==> config.mk <==
export PLATFORM = sky130hd
export DESIGN_NAME = pt_write_buffer
export DESIGN_NICKNAME = d
export VERILOG_FILES = /design/src/rtl/pt_write_buffer.sv
export SDC_FILE = /design/constraint.sdc
export NUM_CORES = 1
export LEC_CHECK = 0
export ABC_AREA = 1
export CORE_MARGIN = 2
export CORE_UTILIZATION = 64
export DETAILED_ROUTE_END_ITERATION = 12
export GPL_TIMING_DRIVEN = 0
export PLACE_DENSITY_LB_ADDON = 0.05
export SYNTH_ARGS = -nofsm -noshare
export SYNTH_HDL_FRONTEND = slang
export SYNTH_SLANG_ARGS = --single-unit
==> constraint.sdc <==
create_clock -name clk -period 5.75 [get_ports clk]
set_clock_uncertainty 0.2 [all_clocks]
set_input_delay 0.8625 -clock clk [delete_from_list [all_inputs] [get_ports clk]]
set_output_delay 0.8625 -clock clk [all_outputs]
set_load 0.005 [all_outputs]
==> src/rtl/pt_write_buffer.sv <==
// =============================================================================
// Module      : pt_write_buffer
// Description : FIFO between projective_transform and memory_interface. It
//               turns (x, y) into a linear ZBT address, selects the frame bank
//               and issues hold-until-ack writes. Optional define PT_CLIP_EN
//               discards off-screen pixels at the input.
// Revision    : 1.0 - initial release
// =============================================================================
`default_nettype none

module pt_write_buffer #(
  parameter int DEPTH = 8
) (
  input  logic        clk,
  input  logic        reset,
  input  logic        frame_flag,
  input  logic [17:0] pt_pixel_write,
  input  logic [9:0]  pt_x,
  input  logic [8:0]  pt_y,
  input  logic        pt_wr,
  output logic        ptflag,
  output logic [19:0] mem_addr,
  output logic [17:0] mem_data,
  output logic        mem_we,
  input  logic        mem_ack,
  output logic        overflow
);

  localparam int              c_AW     = $clog2(DEPTH);
  localparam int              c_CW     = c_AW + 1;
  localparam logic [c_CW-1:0] c_FULL   = c_CW'(DEPTH);
  localparam logic [c_CW-1:0] c_THRESH = c_CW'(DEPTH - 2);

  localparam logic [0:0] S_IDLE = 1'b0;
  localparam logic [0:0] S_BUSY = 1'b1;

  // Entry layout: {bank, y[8:0], x[9:0], pixel[17:0]}
  logic [37:0]     r_mem [DEPTH];
  logic [c_AW-1:0] r_wptr;
  logic [c_AW-1:0] r_rptr;
  logic [c_CW-1:0] r_count;
  logic            r_bank;
  logic            r_ptflag;
  logic            r_overflow;
  logic [19:0]     r_mem_addr;
  logic [17:0]     r_mem_data;
  logic [0:0]      r_state;
  logic [0:0]      w_state_next;

  logic            w_in_range;
  logic            w_full;
  logic            w_empty;
  logic            w_push;
  logic            w_pop;
  logic [c_CW-1:0] w_count_next;
  logic [37:0]     w_head;
  logic [8:0]      w_head_y;
  logic [9:0]      w_head_x;
  logic [18:0]     w_head_lin;

`ifdef PT_CLIP_EN
  assign w_in_range = (pt_x < 10'd640) && (pt_y < 9'd480);
`else
  assign w_in_range = 1'b1;
`endif

  assign w_full  = (r_count == c_FULL);
  assign w_empty = (r_count == '0);
  assign w_push  = pt_wr && w_in_range && !w_full;
  // Pop also serves as the output-register load strobe.
  assign w_pop   = !w_empty && ((r_state == S_IDLE) || mem_ack);

  always_comb begin
    w_count_next = r_count;
    case ({w_push, w_pop})
      2'b10:   w_count_next = r_count + c_CW'(1);
      2'b01:   w_count_next = r_count - c_CW'(1);
      default: w_count_next = r_count;
    endcase
  end

  assign w_head     = r_mem[r_rptr];
  assign w_head_y   = w_head[36:28];
  assign w_head_x   = w_head[27:18];
  // y*640 + x as two shifts and an add, wrapping at 19 bits
  assign w_head_lin = ({10'd0, w_head_y} << 9) + ({10'd0, w_head_y} << 7)
                    + {9'd0, w_head_x};

  always_ff @(posedge clk) begin
    if (w_push) begin
      r_mem[r_wptr] <= {r_bank, pt_y, pt_x, pt_pixel_write};
    end
  end

  always_ff @(posedge clk) begin
    if (reset) begin
      r_wptr     <= '0;
      r_rptr     <= '0;
      r_count    <= '0;
      r_bank     <= 1'b0;
      r_ptflag   <= 1'b0;
      r_overflow <= 1'b0;
    end else begin
      if (w_push) r_wptr <= r_wptr + c_AW'(1);
      if (w_pop)  r_rptr <= r_rptr + c_AW'(1);
      r_count  <= w_count_next;
      r_ptflag <= (w_count_next <= c_THRESH);
      if (frame_flag) r_bank <= ~r_bank;
      if (pt_wr && w_in_range && w_full) r_overflow <= 1'b1;
    end
  end

  // Output state machine: state register
  always_ff @(posedge clk) begin
    if (reset) begin
      r_state <= S_IDLE;
    end else begin
      r_state <= w_state_next;
    end
  end

  // Output state machine: next state
  always_comb begin
    w_state_next = r_state;
    case (r_state)
      S_IDLE:  if (w_pop) w_state_next = S_BUSY;
      S_BUSY:  if (mem_ack) w_state_next = w_pop ? S_BUSY : S_IDLE;
      default: w_state_next = S_IDLE;
    endcase
  end

  // Output state machine: outputs
  always_comb begin
    mem_we = (r_state == S_BUSY);
  end

  always_ff @(posedge clk) begin
    if (reset) begin
      r_mem_addr <= '0;
      r_mem_data <= '0;
    end else if (w_pop) begin
      r_mem_addr <= {w_head[37], w_head_lin};
      r_mem_data <= w_head[17:0];
    end
  end

  assign mem_addr = r_mem_addr;
  assign mem_data = r_mem_data;
  assign ptflag   = r_ptflag;
  assign overflow = r_overflow;

endmodule

`default_nettype wire

==> metrics.yaml <==
run_status:
  status: "finished, final reports clean"
timing:
  maxSlewHeadroom_pct: 36.9
  holdWs_ps: 267
  min_period_ps: 4150
  maxSlewViolCount: 0
  fmax_mhz: 241
  setup_viol: 0
  fin_crit_sh_pct: 72.1
  fin_tns_setup_ps: 0
  worst_slew_pin_slew_ps: 944
  setup_slack_ps: 1600
  hold_violations: 0
  rsz0062_at_grt: "false"
power_and_ir_drop:
  clkPwrFrac_pct: 26.0
  p_seq_share_pct: 36.7
  pg_clk_mw: 2.26
  sw_frac_of_total_pct: 36.2
  p_comb_mw: 3.25
  largestPowerGroup: "combinational logic"
  pwr-share-comb_pct: 37.3
  ir_worst_vdd_uv: 337
  power_leakage_nw: 5.78
  powerDensity_nw_per_um2: 520
  power.switching_mw: 3.15
  seq-power_mw: 3.20
  internal_power_mw: 5.56
global_routing:
  grtUsageMet3_pct: 5.33
  use_met2_pct: 47.9
  grt_max_degree: 26
  antenna_found_initial: 0
  busiest_layer: "met2"
  grtUsageMet1_pct: 42.7
  grt_pass1_vias: 9301
  grt-ovfl-total: 0
  grt_pass1_wl_um: 53000
die:
  die_h_um: 153
  floorplan.core_util_pct: 65.2
  core_um2: 21800
  fp.dieArea_um2: 23400
  ios: 83
  die_x_um: 153
place:
  gp_congestion: 0.835
  dp_slack_ps: 1640
  portBuffers: 82
  dp_hpwl_um: 21500
cells_and_area:
  antenna_cells: 0
  lay_top_count: "edfxtp_1"
  n_fill_cell: 1368
  largest_reg_flops: 304
  nets: 1341
  lay_top_cells: "304 x edfxtp_1, 210 x nor2_1, 207 x o21ai_0"
  comb_area_um2: 3530
  drive_above_1_share_pct: 7.83
  top_register: "r_mem"
  register_area_um2: 10200
  syn_to_final_growth_pct: 18.0
synthesis:
  synthMuxAreaShare_pct: 0
  simple_gate_share_pct: 8.14
  syn_inst: 1148
  top_cell_area_share_pct: 64.4
  logic_family: "AND-OR/OR-AND gates"
  yosysCellCount: 1148
  yosys.stat.chipArea_um2: 14200
  synth_seq_share_pct: 72.2
  area_leaders: "edfxtp_1 64%, dfxtp_1 7.8%, o21ai_0 7.3%, nor2_1 5.8%, ha_1 1.9%"
  syn_area_per_cell_um2: 12.3
  aoi_share_pct: 13.6
  yosysTopAreaCell: "edfxtp_1"
  synth_area_um2: 14200
  syn_nets: 1213
  xor_share_pct: 0.618
  ys_ff: 359
  synth_adder_area_share_pct: 2.14
  ys_warn_count: 0
  synth_cell_types: 31
route:
  top_layer_used: "met4"
  first_pass_iters: 5
  met3_length_um: 4070
  drtIter0Drc: 1174
  via_per_inst: 6.17
  met1_length_um: 13900
  route.detailed.drc: 0
  wl_met2_um: 16400
  ant_nets: 0
cts:
  clock_sinks: 359
  cts_tree: "yes"
  path_clk_slew_ps: 60
  htree_levels: 2
  cts_hold_buffers: 0
  cts_max_path_buffers: 3
  cts_setup_buffers: 0
  cts_resized: 0
  cts_root_buffer: "clkbuf_16"
  cts_buffers: 36
  clock_latency_ps: 520
min_path:
  hold_depth: 2
  hold_path.class: "reg2reg"
  hold_path.startpoint: "r_rptr[2]"
critical_path:
  path_max_fanout: 10
  ff2ff_setup_slack_ps: 1600
  critPathCapture: "mem_addr[16]"
  r2r-end: "mem_addr[16]"
  cp.arrival_ps: 4350
  cp.required_ps: 5950
  crit_type: "reg2reg"
  critPathLaunchType: "register"
  end_kind: "register"
  reg2reg_depth: 16
job:
  warnings: 26
  drv_cap: 0
[worst max-delay path: stages, from the launching register on]
cell	delay, ps
dfxtp_1	410
buf_2	280
clkbuf_1	490
o21ai_0	180
o22ai_1	190
nor2_1	70
a31oi_1	330
ha_1	310
ha_1	240
fa_1	400
nand3_1	80
nand3_1	100
a21oi_1	230
o21ai_0	160
xor2_1	160
o21ai_0	140
inv_1	50
[area by class of cell]
cell class	instances	share of cell area [%]
Buffer	71	1.86
Clock buffer	54	6.34
Clock inverter	10	0.501
Inverter	43	0.972
Multi-Input combinational cell	675	21.1
Sequential cell	359	61.2
Tap cell	280	2.09
Timing Repair Buffer	90	5.95
[cell usage after synthesis]
master,instances
inv_1,40
nand2_4,1
clkbuf_1,46
a31oi_1,8
ha_1,21
a21oi_1,43
nor2_2,3
inv_2,1
clkbuf_2,1
nand2_2,4
nand2_1,48
buf_2,19
nor2_1,218
dfxtp_1,55
buf_4,5
o21ai_2,1
fa_1,2
nand3_1,20
o21ai_0,207
o22ai_1,40
xnor2_1,5
o221ai_1,28
o211ai_1,1
clkinv_1,1
a21oi_4,1
edfxtp_1,304
a21boi_0,1
clkinv_2,1
o21ai_1,17
xor2_1,5
o21bai_1,1
[metrics by stage]
stage	std cells	utilization, %	instance area [um^2]	power (mW)
6_report	1582	76.9	16700	8.70
3_3_place_gp	1510	70.5	15300	6.34
3_5_place_dp	1518	71.6	15600	6.44
5_1_grt	1582	76.9	16700	9.18
2_1_floorplan	1148	-	14200	5.29
4_1_cts	1582	76.9	16700	8.69
[cell families after synthesis]
| group | after synthesis |
|---|---|
| DFF | 359 |
| AOI/OAI and AO/OA | 348 |
| and+or+nand+nor | 294 |
| buffers and inverters | 114 |
| adders and majority gates | 23 |
| xor gates and xnor gates | 10 |
### Placement view

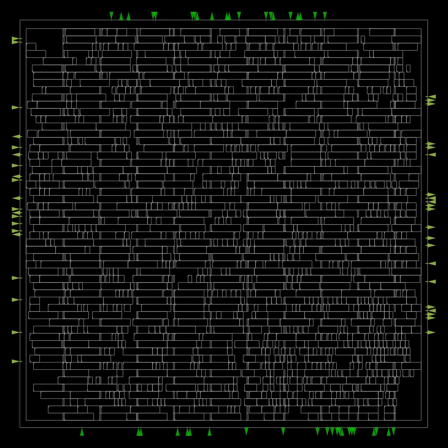
Rows: 54
registers: 359

### Signal wires by layer

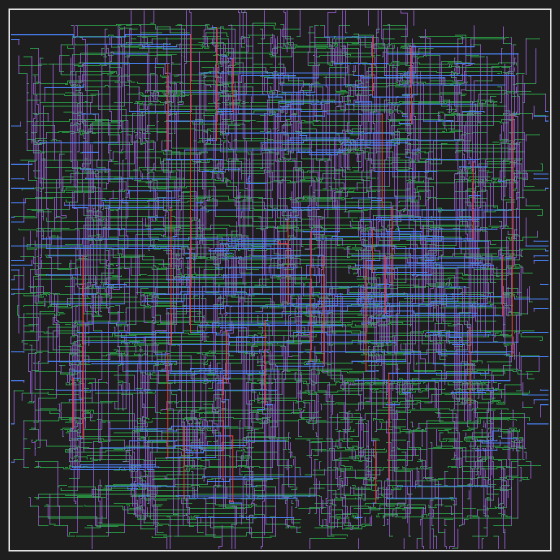
| layer | color | wire length |
|---|---|---|
| M4 | red | 815 um |
| M1 | green | 13900 um |
| M3 | blue | 4070 um |
| M2 | purple | 16400 um |
final WL: 35100 um
WL/cell: 22.2 um
via count: 9756
GR Util All Layers: 30.0%

Power and IR drop assume default switching activity.
